<file path="config.mk">
export PLATFORM = sky130hd
export DESIGN_NAME = flog_event_buffer
export DESIGN_NICKNAME = d
export VERILOG_FILES = /design/src/rtl/flog_pkg.sv /design/src/rtl/flog_fifo.sv /design/src/rtl/flog_event_buffer.sv
export SDC_FILE = /design/constraint.sdc
export NUM_CORES = 1
export LEC_CHECK = 0
export CAP_MARGIN = 20
export CORE_AREA = 3 3 156 158
export DETAILED_ROUTE_END_ITERATION = 8
export DIE_AREA = 0 0 159 161
export SLEW_MARGIN = 30
export SYNTH_ARGS = -nofsm -noshare
export SYNTH_HDL_FRONTEND = slang
export SYNTH_HIERARCHICAL = 1
export SYNTH_SLANG_ARGS = --single-unit
export TNS_END_PERCENT = 20
</file>
<file path="constraint.sdc">
create_clock -name CLK -period 5 [get_ports CLK]
set_clock_uncertainty 0.05 [all_clocks]
set_input_delay 0.5 -clock CLK [delete_from_list [all_inputs] [get_ports CLK]]
set_output_delay 0.5 -clock CLK [all_outputs]
set_load 0.03 [all_outputs]
</file>
<file path="src/rtl/flog_pkg.sv">
// Shared definitions for the flop event logging buffer.
// Level encodings, record layout and record width helper.
package flog_pkg;

  typedef enum logic [1:0] {
    LVL_DEBUG   = 2'd0,
    LVL_INFO    = 2'd1,
    LVL_WARNING = 2'd2,
    LVL_ERROR   = 2'd3
  } flog_lvl_e;

  localparam int REC_I_BIT   = 0;
  localparam int REC_O_BIT   = 1;
  localparam int REC_LVL_LSB = 2;
  localparam int REC_TS_LSB  = 4;

  function automatic int rec_width(input int ts_w);
    return ts_w + REC_TS_LSB;
  endfunction

endpackage

</file>
<file path="src/rtl/flog_fifo.sv">
// Synchronous show-ahead FIFO with occupancy count.
// Head entry is visible on o_data whenever not empty, else zero.
module flog_fifo #(
  parameter int WIDTH = 20,
  parameter int DEPTH = 8
) (
  input  logic                     i_clk,
  input  logic                     i_rst_n,
  input  logic                     i_push,
  input  logic                     i_pop,
  input  logic [WIDTH-1:0]         i_data,
  output logic [WIDTH-1:0]         o_data,
  output logic                     o_full,
  output logic                     o_empty,
  output logic [$clog2(DEPTH):0]   o_count
);

  localparam int AW = $clog2(DEPTH);
  localparam int CW = AW + 1;
  localparam logic [CW-1:0] FULL_CNT = CW'(DEPTH);

  logic [WIDTH-1:0] r_mem [DEPTH];
  logic [AW-1:0]    r_wr_ptr;
  logic [AW-1:0]    r_rd_ptr;
  logic [CW-1:0]    r_count;
  logic             w_push;
  logic             w_pop;

  assign w_pop  = i_pop & ~o_empty;
  assign w_push = i_push & (~o_full | w_pop);

  // Storage write; contents need no reset since count gates visibility.
  always_ff @(posedge i_clk) begin
    if (w_push) r_mem[r_wr_ptr] <= i_data;
  end

  // Pointers and occupancy; pointers wrap naturally at DEPTH.
  always_ff @(posedge i_clk or negedge i_rst_n) begin
    if (!i_rst_n) begin
      r_wr_ptr <= '0;
      r_rd_ptr <= '0;
      r_count  <= '0;
    end else begin
      if (w_push) r_wr_ptr <= r_wr_ptr + AW'(1);
      if (w_pop)  r_rd_ptr <= r_rd_ptr + AW'(1);
      case ({w_push, w_pop})
        2'b10:   r_count <= r_count + CW'(1);
        2'b01:   r_count <= r_count - CW'(1);
        default: r_count <= r_count;
      endcase
    end
  end

  assign o_empty = (r_count == '0);
  assign o_full  = (r_count == FULL_CNT);
  assign o_count = r_count;
  assign o_data  = o_empty ? '0 : r_mem[r_rd_ptr];

endmodule

</file>
<file path="src/rtl/flog_event_buffer.sv">
// Capture stage for clock-enabled flop logging: filters by level,
// timestamps accepted events and queues them for a ready/valid consumer.
module flog_event_buffer
  import flog_pkg::*;
#(
  parameter int DEPTH      = 8,
  parameter int TS_WIDTH   = 16,
  parameter int DROP_WIDTH = 8
) (
  input  logic                             CLK,
  input  logic                             ASYNCRESETN,
  input  logic                             CE,
  input  logic                             I,
  input  logic                             O,
  input  logic [1:0]                       LVL,
  input  logic [1:0]                       THRESH,
  output logic                             REC_VALID,
  input  logic                             REC_READY,
  output logic [rec_width(TS_WIDTH)-1:0]   REC_DATA,
  output logic [$clog2(DEPTH):0]           COUNT,
  output logic [DROP_WIDTH-1:0]            DROP_CNT,
  input  logic                             CLR_DROP
);

  localparam int RW = rec_width(TS_WIDTH);
  localparam logic [DROP_WIDTH-1:0] DROP_MAX = '1;

  logic [TS_WIDTH-1:0]   r_ts;
  logic [DROP_WIDTH-1:0] r_drop;
  logic [RW-1:0]         w_rec;
  logic                  w_qual;
  logic                  w_pop;
  logic                  w_full;
  logic                  w_empty;
  logic                  w_drop;

  assign w_qual = CE & (LVL >= THRESH);
  assign w_pop  = REC_VALID & REC_READY;
  assign w_drop = w_qual & w_full & ~w_pop;

  // Assemble the record from this cycle's sample and timestamp.
  always_comb begin
    w_rec = '0;
    w_rec[REC_I_BIT] = I;
    w_rec[REC_O_BIT] = O;
    w_rec[REC_LVL_LSB +: 2] = LVL;
    w_rec[REC_TS_LSB +: TS_WIDTH] = r_ts;
  end

  // Free-running timestamp, independent of CE.
  always_ff @(posedge CLK or negedge ASYNCRESETN) begin
    if (!ASYNCRESETN) r_ts <= '0;
    else              r_ts <= r_ts + TS_WIDTH'(1);
  end

  // Saturating drop counter; a clear coinciding with a drop leaves one.
  always_ff @(posedge CLK or negedge ASYNCRESETN) begin
    if (!ASYNCRESETN) begin
      r_drop <= '0;
    end else if (CLR_DROP) begin
      r_drop <= w_drop ? DROP_WIDTH'(1) : '0;
    end else if (w_drop && r_drop != DROP_MAX) begin
      r_drop <= r_drop + DROP_WIDTH'(1);
    end
  end

  flog_fifo #(
    .WIDTH (RW),
    .DEPTH (DEPTH)
  ) u_fifo (
    .i_clk   (CLK),
    .i_rst_n (ASYNCRESETN),
    .i_push  (w_qual),
    .i_pop   (w_pop),
    .i_data  (w_rec),
    .o_data  (REC_DATA),
    .o_full  (w_full),
    .o_empty (w_empty),
    .o_count (COUNT)
  );

  assign REC_VALID = ~w_empty;
  assign DROP_CNT  = r_drop;

endmodule

</file>
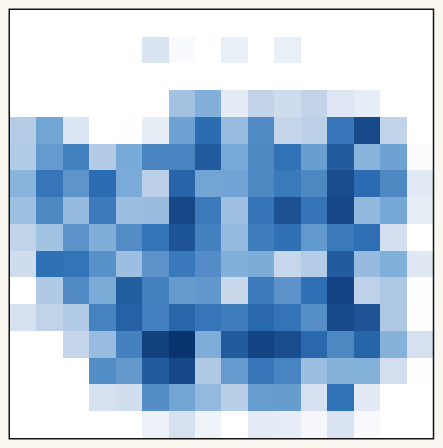
*Local utilization, run 1*
16 x 16 tiles, from white (low) to dark blue (high), 0 to 100% covered.
mean over tiles: 36%
emptiest ninth of the die: top left
tiles over 75% full: 11%
fullest tile: 98%
nearly empty tiles: 31%
densest ninth of the die: middle
area of the core: 23300 µm²
pre-placement core utilization: 34.5%
Final Core Density: 40.7%

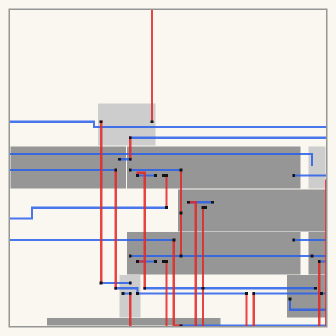
*Close-up of the layout, run 1*
Region (109, 111) to (129, 131) µm. Cells in grey, sequential cells in the stronger grey; small squares are vias.
legend:
  met2:
    colour: red
  met1:
    colour: blue
sequential cells in the window: 4
netlist names of flops here include: u_fifo/r_mem (4)
most frequent: edfxtp_1 (4), clkdlybuf4s50_1 (1), nor2_1 (1)
cells with their middle in the window: 6

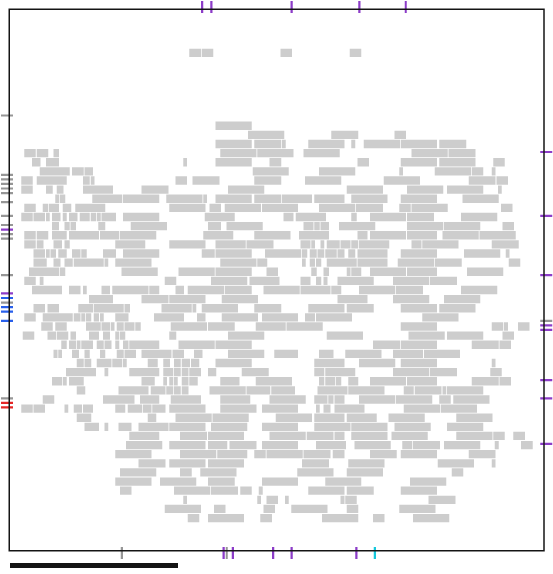
*Pin map, run 1*
Bar = 50 µm. Pins as bars across the die edge, other pins in grey.
legend:
  COUNT:
    colour: blue
    pins: 4
    direction: output
    edge: left
  REC_DATA:
    colour: purple
    pins: 20
    direction: output
    edge: 8 right, 5 top, 5 bottom, 2 left
  O:
    colour: cyan
    pins: 1
    direction: input
    edge: bottom
  THRESH:
    colour: red
    pins: 2
    direction: input
    edge: left
all pins by edge: 22 left, 9 right, 8 bottom, 5 top

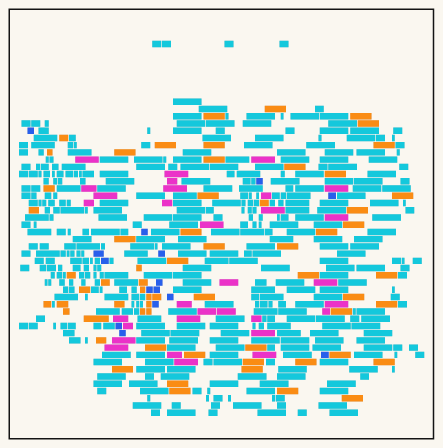
*Sizing map, run 1*
legend:
  drive 6 and up:
    colour: magenta
    cells: 31
    share: 6.0%
  drive 2:
    colour: orange
    cells: 62
    share: 12%
  drive 3 to 4:
    colour: blue
    cells: 15
    share: 2.9%
  drive 1 or less:
    colour: cyan
    cells: 410
    share: 79%
Worst Setup Slack, final: 1.36 ns
Final Instance Area: 9480 µm²
Non-CTS buffers: 56
Synth-to-Final Area Change: 18.1%

==> flow_summary.ini, run 1 <==
; physical design summary
[status]
status = complete, no violations

[critical_path]
reg2regPathDepth = 9
required_ns = 4.45
cp.arrival_ns = 3.09
crit_fanout = 40
startpoint = u_fifo/r_rd_ptr[0]
end_kind = output pin
rrSetupSlack_ns = 1.47
r2r_start = u_fifo/o_count[0]
endpoint = REC_DATA[13]
path_class = flip-flop to output pin
critPathLaunchType = flip-flop

[final_layout]
layout.cells.non_filler = 837
lay_top_cells = edfxtp_1, clkdlybuf4s50_1, mux4_2
layout_top_cell = edfxtp_1
layout-drive-gt1-share_pct = 20.8
nNetsFinal = 525
antenna_cells_inserted = 0

[global_route]
groute.layer.met2.usage_pct = 20.3
grt_max_degree = 41
top_usage_layer = met2
antenna_found_initial = 0
gr-total-overflow = 0
grt_use_met3_pct = 2.98

[drt]
met2WireLength_um = 7590
drt-pass1-iter-count = 4
routedLengthMet1_um = 7390
drt-total-wl_um = 15800
highest_layer = met4
wl_met3_um = 617
wl_per_cell_um = 18.8
vias = 4196
drc = 0

[clocking]
cts_root_buf = clkbuf_16
postCtsHoldBufs = 0
cts_buffer_depth = 2
clkSinkCount = 194
clk_pin_slew_worst_paths_ns = 0.07
htree_levels = 4
clock_latency_ns = 0.43
cts_inserted_buffers = 17
tritoncts = done

[placed_design]
gp_congestion = 0.738
post-place-ws_ns = 1.24
place_area_um2 = 8880
dpl.hpwl_um = 9460
portBuffers = 43
place_inst = 805

[min_path]
hold_path_class = flip-flop to flip-flop

[timing]
min_period_over_period_pct = 72.8
fmax_ghz = 0.275
setup-tns-final_ns = 0
min_period_ns = 3.64
relSlewSlack_pct = 43.9
rsz0062_at_grt = false
setup_viol = 0
worst_pin_slew_ns = 0.842
drv_slew = 0

[floorplan]
row_count = 56
dieArea_um2 = 25600
ios = 44
fp.dieH_um = 161
die_w_um = 159

[logic_synthesis]
synth_area_per_cell_um2 = 17.7
ys_cells = 452
syn-instance-count = 452
synth_flops = 194
synth-edff-count = 160
ys.flop_type = edfxtp_1
syn-num-nets = 472
synth_area_um2 = 8020
ys_seq_share_pct = 70.5
async_flop_share_pct = 17.5
yosys_warnings = 6
synthDistinctLibCells = 50

[pwr]
p_seq_share_pct = 37.8
p_leak_nw = 3.24
p_per_area_nw_per_um2 = 557
switching_power_mw = 1.85
peakVddDrop_mv = 0.332
combinationalPowerShare_pct = 37.1
switching_share_pct = 35.0
p_int_mw = 3.43

[flow_run]
warnings = 26
-- run 1: synthesized netlist by cell type, types with 2 or more instances --
library cell,count,area share (%)
edfxtp_1,160,60
mux4_2,40,11
dfrtp_1,34,11
nor2_1,32,1.5
mux2i_1,22,2.7
inv_1,15,0.70
nand3_1,14,0.87
buf_2,12,0.75
xnor2_1,12,1.3
nor3_1,9,0.56
ha_1,8,1.2
nand2_1,8,0.37
a21oi_1,7,0.44
xor2_1,7,0.76
nand2b_1,6,0.47
nand4_1,4,0.31
nor2b_1,4,0.31
or4_1,4,0.37
a31oi_1,3,0.23
buf_4,3,0.28
buf_6,3,0.42
clkbuf_1,3,0.14
mux2_2,3,0.42
o21ai_0,3,0.19
o31ai_1,3,0.28
a22oi_1,2,0.19
and3_1,2,0.16
nand3_2,2,0.25
nand4_2,2,0.31
nor4_1,2,0.16
o22ai_1,2,0.16
o41ai_1,2,0.22
or3_1,2,0.16
-- run 1: worst min path at each step --
stage	end	cells after the start	from	slack, ns
after floorplan	DROP_CNT[0]	0	ASYNCRESETN	0.15
after global placement	u_fifo/r_rd_ptr[2]	1	u_fifo/r_rd_ptr[2]	0.42
after detailed placement	u_fifo/r_rd_ptr[0]	1	u_fifo/r_rd_ptr[0]	0.43
after CTS	u_fifo/r_rd_ptr[0]	1	u_fifo/r_rd_ptr[0]	0.44
after global routing	u_fifo/r_rd_ptr[0]	1	u_fifo/r_rd_ptr[0]	0.46
final	u_fifo/r_rd_ptr[0]	1	u_fifo/r_rd_ptr[0]	0.44
-- run 1: per-stage QoR --
| step | power [mW] | hold WS, ns | utilization, % |
|---|---|---|---|
| after floorplan | 3.36 | 0.154 | - |
| after global placement | 4.00 | 0.417 | 38.2 |
| after detailed placement | 4.02 | 0.429 | 38.2 |
| after CTS | 5.35 | 0.443 | 40.7 |
| after global routing | 5.56 | 0.462 | 40.7 |
| final | 5.27 | 0.437 | 40.7 |
-- run 1: worst max-delay path: stages (launching register included) --
cell and delay (ns):
dfrtp_2 0.38, buf_4 0.67, mux4_2 0.59, mux2i_1 0.29
nor2_1 0.10, clkdlybuf4s50_1 0.61
-- run 1: flip-flops by register name, indices dropped and copies added, names as in the netlist --
name             flops
u_fifo/r_mem       160
r_ts                16
DROP_CNT             8
u_fifo/o_count       4
u_fifo/r_rd_ptr      3
u_fifo/r_wr_ptr      3
-- run 1: area by class of cell --
type	count	area, µm²
clock inverter	15	170
tap	319	399
clock buffer	17	425
sequential	194	5660
fill	2072	13800
timing repair buffer	56	566
multi-input combinational	220	2190
inverter	16	65.1
-- run 1: cells by family after synthesis --
family,share of synthesized area (%)
XOR/XNOR,2.07
AND/OR/NAND/NOR,6.57
multiplexers,14.5
AND-OR/OR-AND,2.37
flip-flops,70.5
adder cells (fa/ha/maj),1.50
buffers and inverters,2.45
-- run 1: power groups by stage --
stage / Sequential (mW) / Combinational, mW / Clock, mW
2_1_floorplan: 2.02 / 1.34 / 0
3_3_place_gp: 2.02 / 1.98 / 0
3_5_place_dp: 2.03 / 2.00 / 0
4_1_cts: 1.99 / 2.00 / 1.36
5_1_grt: 2.01 / 2.11 / 1.43
6_report: 1.99 / 1.96 / 1.33
### Placed standard cells, run 1

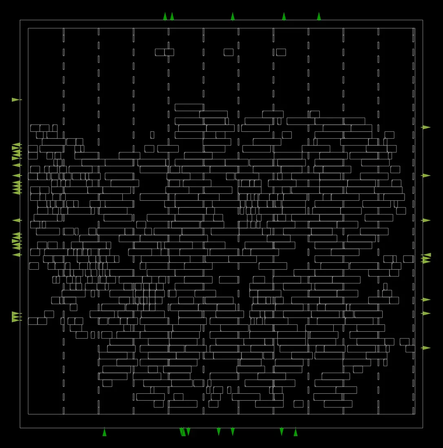

==> inputs of run 2 (changes only) <==
==> constraint.sdc (replaced) <==
create_clock -name CLK -period 3.25 [get_ports CLK]
set_clock_uncertainty 0.05 [all_clocks]
set_input_delay 0.325 -clock CLK [delete_from_list [all_inputs] [get_ports CLK]]
set_output_delay 0.325 -clock CLK [all_outputs]
set_load 0.03 [all_outputs]
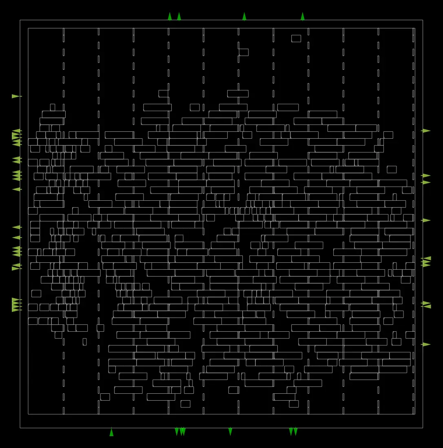
*Placed standard cells, run 2*
Final Core Density: 41.5%
Cell Rows: 56
non-filler instance count after layout: 848
Fillers: 2111
seq_cells: 194

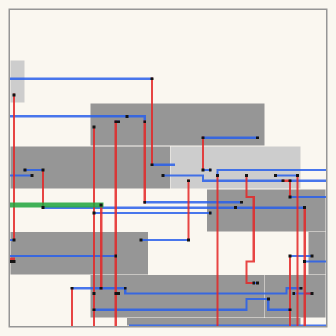
*Close-up of the layout, run 2*
Region (109, 111) to (129, 131) µm. Cells in grey, sequential cells in the stronger grey; small squares are vias.
legend:
  met1:
    colour: blue
  met3:
    colour: green
  met2:
    colour: red
cells with their middle in the window: 6
netlist names of flops here include: u_fifo/r_mem (5)
most frequent: edfxtp_1 (5), mux4_2 (1)
sequential cells in the window: 5

==> run 2 against run 1 <==
Effect of this change: cell count up 1.3%; highest routed layer unchanged; largest cell class unchanged; combinational power up 59%; flip-flop count unchanged; largest power group is now combinational cells; area after synthesis unchanged; via count down 1.0%; global-route usage down 0.23 points; non-clock buffer count up 11; sequential share of layout area down 1.1 points; synthesized cell count unchanged; register-to-register slack worse by 0.99 ns.
==> flow_summary.ini, run 2 <==
; physical design summary
[logic_synthesis]
top_cell_area_share_pct = 59.9
synth_area_um2 = 8020
syn-num-nets = 472
synth-edff-count = 160
ys_cells = 452
synth_top_cell_by_count = edfxtp_1
async_flop_share_pct = 17.5
top_cells_by_count = edfxtp_1, mux4_2, dfrtp_1
syn-instance-count = 452
synth_flops = 194
ys.flop_type = edfxtp_1
yosys_warnings = 6

[clocking]
cts_buffer_depth = 2
cts_inserted_buffers = 17
htree_levels = 4
postCtsHoldBufs = 0
tritoncts = done
clk_pin_slew_worst_paths_ns = 0.06
clkSinkCount = 194
clock_latency_ns = 0.41

[timing]
min_period_ns = 3.03
worst_pin_slew_ns = 0.832
setup_viol = 0
drv_slew = 0
rsz0062_at_grt = false

[global_route]
antenna_found_initial = 0
gr-total-overflow = 0
grt_max_degree = 41

[critical_path]
path_class = flip-flop to output pin
crit_fanout = 20
cp.arrival_ns = 2.65
crit_path_top_delay_cell = clkdlybuf4s50_1
cp_cell_sequence = buf_16, mux4_2, mux2i_1, nor2_1, clkdlybuf4s50_1
end_kind = output pin
required_ns = 2.87
critPathLaunchType = flip-flop

[final_layout]
regMostFlops = u_fifo/r_mem
comb_area_um2 = 2210
nNetsFinal = 536
lay_top_cells = edfxtp_1, clkdlybuf4s50_1, mux4_2
antenna_cells_inserted = 0
flop_area_um2 = 5660
area_growth_pct = 20.4
layout_top_cell = edfxtp_1
layout-drive-gt1-share_pct = 21.9

[floorplan]
ios = 44
die_w_um = 159
fp.dieH_um = 161
coreArea_um2 = 23300
dieArea_um2 = 25600

[placed_design]
place_inst = 815
gp_congestion = 0.793
dpl.hpwl_um = 9280
place_area_um2 = 9040

[pwr]
p_leak_nw = 3.32
p_per_area_nw_per_um2 = 854
peakVddDrop_mv = 0.483

[drt]
drt-pass1-iter-count = 4
wl_per_cell_um = 18.3

[status]
status = complete, no violations
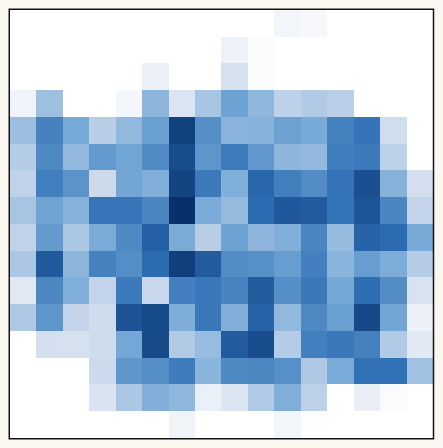
*Local utilization, run 2*
16 x 16 tiles, from white (low) to dark blue (high), 0 to 100% covered.
tiles over 75% full: 9.8%
densest ninth of the die: middle
nearly empty tiles: 28%

run 2: cell types whose count changed in the layout (fill, tap and decap cells not counted), sizes merged:
cell    before  now
inv         22   18
clkbuf      17   23
bufinv       0    2
clkinv       8    5
buf         13   23
run 2: cell type report:
| class | instances | area share (%) |
|---|---|---|
| timing repair buffer | 67 | 7.75 |
| multi-input combinational | 220 | 22.9 |
| sequential | 194 | 58.6 |
| inverter | 16 | 0.674 |
| clock buffer | 22 | 4.70 |
| tap | 319 | 4.13 |
| clock inverter | 10 | 1.28 |
run 2: power by group:
group	total, mW	internal, mW	switching, mW
clock	2.03	1.17	0.868
combinational	3.12	1.43	1.69
sequential	3.09	2.92	0.166
run 2: cell families (layout without fill, tap and decap cells):
family / count (synthesis) / count (layout) / synth area share (%)
multiplexers: 66 / 66 / 14.5
buffers and inverters: 38 / 115 / 2.45
flip-flops: 194 / 194 / 70.5
AND/OR/NAND/NOR: 98 / 98 / 6.57
AND-OR/OR-AND: 28 / 28 / 2.37
adder cells (fa/ha/maj): 9 / 9 / 1.50
XOR/XNOR: 19 / 19 / 2.07
run 2: path summary, 6_finish.rpt:
kind,end,cells after the start,slack [ns],start
max,REC_DATA[19],5,0.22,u_fifo/r_rd_ptr[0]
min,DROP_CNT[6],1,0.33,ASYNCRESETN
max reg2reg,u_fifo/o_count[2],12,0.48,u_fifo/o_count[2]
min reg2reg,u_fifo/r_wr_ptr[0],1,0.49,u_fifo/r_wr_ptr[0]
max in group asynchronous,r_ts[2],2,2.05,ASYNCRESETN
min in group CLK,u_fifo/r_wr_ptr[0],1,0.49,u_fifo/r_wr_ptr[0]
run 2: metal layers:
| layer | track usage [%] | up-vias | wire length (µm) |
|---|---|---|---|
| li1 | - | 1900 | - |
| met1 | 17.2 | 2141 | 6830 |
| met3 | 3.26 | 8 | 765 |
| met5 | 0 | - | 0 |
| met2 | 20.9 | 105 | 7810 |
| met4 | 3.30 | 0 | 116 |
run 2: critical path: cells and delay by family (launching register included):
kind | cells | cell delay, ns
buffers and inverters | 2 | 0.83
multiplexers | 2 | 0.82
flip-flops | 1 | 0.49
AND/OR/NAND/NOR | 1 | 0.08
run 2: per-stage QoR:
stage	hold WS [ns]	utilization (%)	setup WS, ns	power (mW)	TNS [ns]
6_report	0.333	41.5	0.223	8.24	0
4_1_cts	0.359	41.4	0.125	8.33	0
3_5_place_dp	0.463	38.9	0.109	6.28	0
2_1_floorplan	-0.0206	-	-0.0788	5.17	-8.73
3_3_place_gp	0.459	38.9	0.188	6.21	0
5_1_grt	0.389	41.5	0.0662	8.69	0
### Pin map, run 2

Bar = 50 µm. Pins as bars across the die edge, other pins in grey.
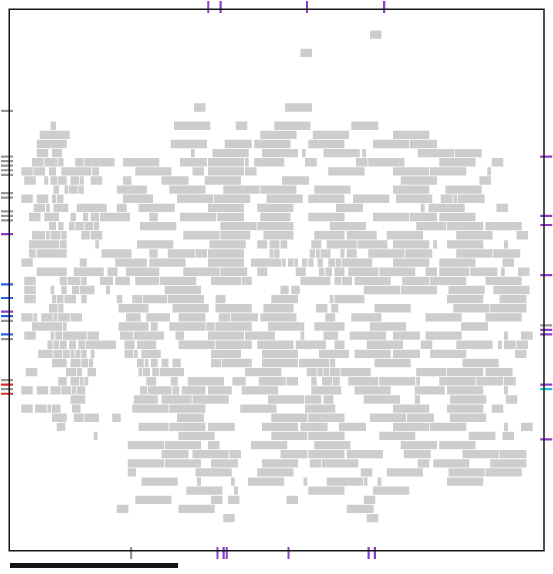

==> inputs of run 3 (changes only) <==
--- a/config.mk
+++ b/config.mk
@@ -9,7 +9,9 @@
 export CORE_AREA = 3 3 156 158
 export DETAILED_ROUTE_END_ITERATION = 8
 export DIE_AREA = 0 0 159 161
-export SLEW_MARGIN = 30
+export GPL_ROUTABILITY_DRIVEN = 0
+export PLACE_DENSITY = 0.58
+export SLEW_MARGIN = 5
 export SYNTH_ARGS = -nofsm -noshare
 export SYNTH_HDL_FRONTEND = slang
 export SYNTH_HIERARCHICAL = 1
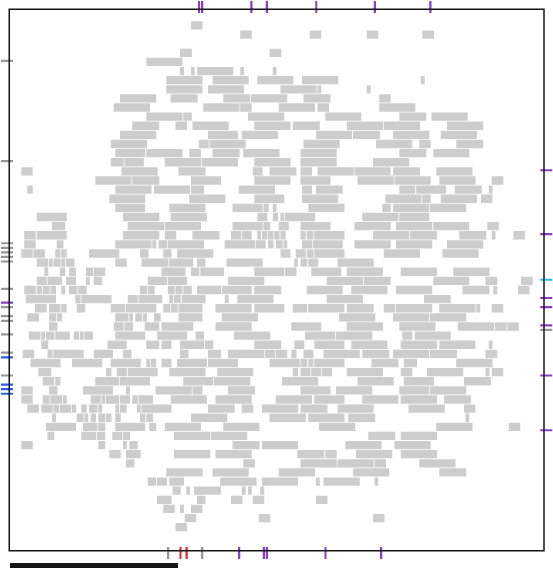
*Pin map, run 3*
Bar = 50 µm. Pins as bars across the die edge, other pins in grey.
legend:
  COUNT:
    colour: blue
    pins: 4
    direction: output
    edge: left
  REC_DATA:
    colour: purple
    pins: 20
    direction: output
    edge: 7 right, 7 top, 5 bottom, 1 left
  O:
    colour: cyan
    pins: 1
    direction: input
    edge: right
  THRESH:
    colour: red
    pins: 2
    direction: input
    edge: bottom
all pins by edge: 19 left, 9 right, 9 bottom, 7 top
die height: 161 µm
IO Port Bufs: 43
die x size: 159 µm

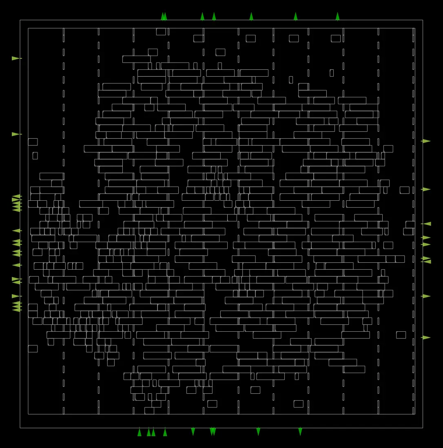
*Placed standard cells, run 3*
Fillers: 2097
non-filler instance count after layout: 850
Final Core Density: 41.6%
register share of the cell area: 58.4%

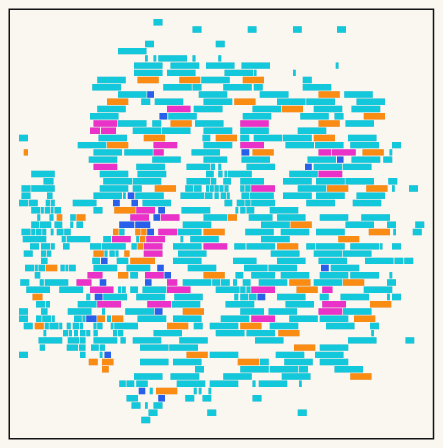
*Sizing map, run 3*
legend:
  drive 2:
    colour: orange
    cells: 61
    share: 11%
  drive 6 and up:
    colour: magenta
    cells: 35
    share: 6.6%
  drive 3 to 4:
    colour: blue
    cells: 26
    share: 4.9%
  drive 1 or less:
    colour: cyan
    cells: 409
    share: 77%
Non-CTS buffers: 69
Synth-to-Final Area Change: 20.7%

==> run 3 against run 2 <==
Effect of this change: global-route usage about the same; maximum frequency increased by 0.67%; via count shrank 0.19%; final area is 0.25% higher; routed wire length fell by 0.15%; synthesized cell count unchanged; die size stayed put; utilization increased by 0.10 points; power barely moved.
==> flow_summary.ini, run 3 <==
; physical design summary
[final_layout]
regMostFlops = u_fifo/r_mem
lay_top_cells = edfxtp_1, clkdlybuf4s50_1, mux4_2
layout_top_cell = edfxtp_1
layout-drive-gt1-share_pct = 23.0

[logic_synthesis]
top_cell_area_share_pct = 59.9
synth-edff-count = 160
synthDistinctLibCells = 50
ys_cells = 452
adder_share_pct = 1.50
synth_area_per_cell_um2 = 17.7
yosysTopAreaCell = edfxtp_1
ys.flop_type = edfxtp_1
async_flop_share_pct = 17.5
area_leaders = edfxtp_1, mux4_2, dfrtp_1

[clocking]
clkSinkCount = 194
postCtsHoldBufs = 1
clock_latency_ns = 0.42

[drt]
drt-pass1-iter-count = 4
vias = 4146
wl_per_cell_um = 18.2
drt-total-wl_um = 15500

[critical_path]
critPathLaunchType = flip-flop
cp.arrival_ns = 2.63
rrSetupSlack_ns = 0.31
crit_fanout = 24
endpoint = REC_DATA[19]

[global_route]
antenna_found_initial = 0

[pwr]
p_leak_nw = 3.34
peakVddDrop_mv = 0.456

[timing]
min_period_over_period_pct = 92.5
worst_slack_ns = 0.243
min_period_ns = 3.01

[floorplan]
ios = 44
initial_core_util_pct = 34.5

[status]
status = complete, no violations

[placed_design]
dpl.hpwl_um = 9590
-- run 3: metal layers --
metal | vias to the layer above | track usage, % | share of wire [%]
met5 | - | 0 | 0
met4 | 0 | 3.70 | 0.61
met3 | 7 | 3.39 | 3.9
met2 | 70 | 21.9 | 51
met1 | 2165 | 16.2 | 44
li1 | 1904 | - | -
-- run 3: power breakdown --
part           switching (mW)  internal (mW)  leakage (nW)
sequential              0.182           2.92          1.88
combinational            1.65           1.40          1.16
clock                   0.974           1.12         0.296
total                    2.81           5.44          3.34
-- run 3: layout make-up --
class / count / area (µm²)
fillers: 2097 / 13600
flip-flops and latches: 194 / 5660
multi-input cells: 220 / 2210
repair buffers: 69 / 736
clock buffers: 18 / 439
well taps: 319 / 399
clock inverters: 14 / 175
inverters: 16 / 65.1
-- run 3: logic make-up after synthesis --
family	after synthesis
compound gates	28
xor+xnor	19
fa+ha+maj	9
buf+inv	38
flops	194
mux	66
simple gates	98
-- run 3: how the worst min path moves through the flow --
stage | from | endpoint | cells after the start
5_1_grt | u_fifo/r_wr_ptr[0] | u_fifo/r_wr_ptr[0] | 1
2_1_floorplan | ASYNCRESETN | DROP_CNT[0] | 0
3_5_place_dp | ASYNCRESETN | DROP_CNT[7] | 1
6_report | ASYNCRESETN | DROP_CNT[7] | 2
3_3_place_gp | ASYNCRESETN | DROP_CNT[7] | 1
4_1_cts | u_fifo/r_wr_ptr[0] | u_fifo/r_wr_ptr[0] | 1
-- run 3: worst max-delay path, stage by stage (launching register included) --
cell	delay [ns]
dfrtp_1	0.46
or4_4	0.63
clkinv_4	0.07
buf_4	0.31
nor2_1	0.10
clkdlybuf4s50_1	0.63
-- run 3: metrics by stage --
| stage | util [%] | power, mW | cells | hold slack [ns] | cell area (µm²) |
|---|---|---|---|---|---|
| floorplan | - | 5.17 | 452 | -0.0206 | 8030 |
| global placement | 38.9 | 6.21 | 817 | 0.408 | 9050 |
| detailed placement | 38.9 | 6.28 | 817 | 0.429 | 9050 |
| CTS | 41.6 | 8.38 | 850 | 0.476 | 9680 |
| global route | 41.6 | 8.69 | 850 | 0.498 | 9680 |
| finish | 41.6 | 8.25 | 850 | 0.475 | 9680 |
No activity file was given, so power comes from the tool's default toggle rates.
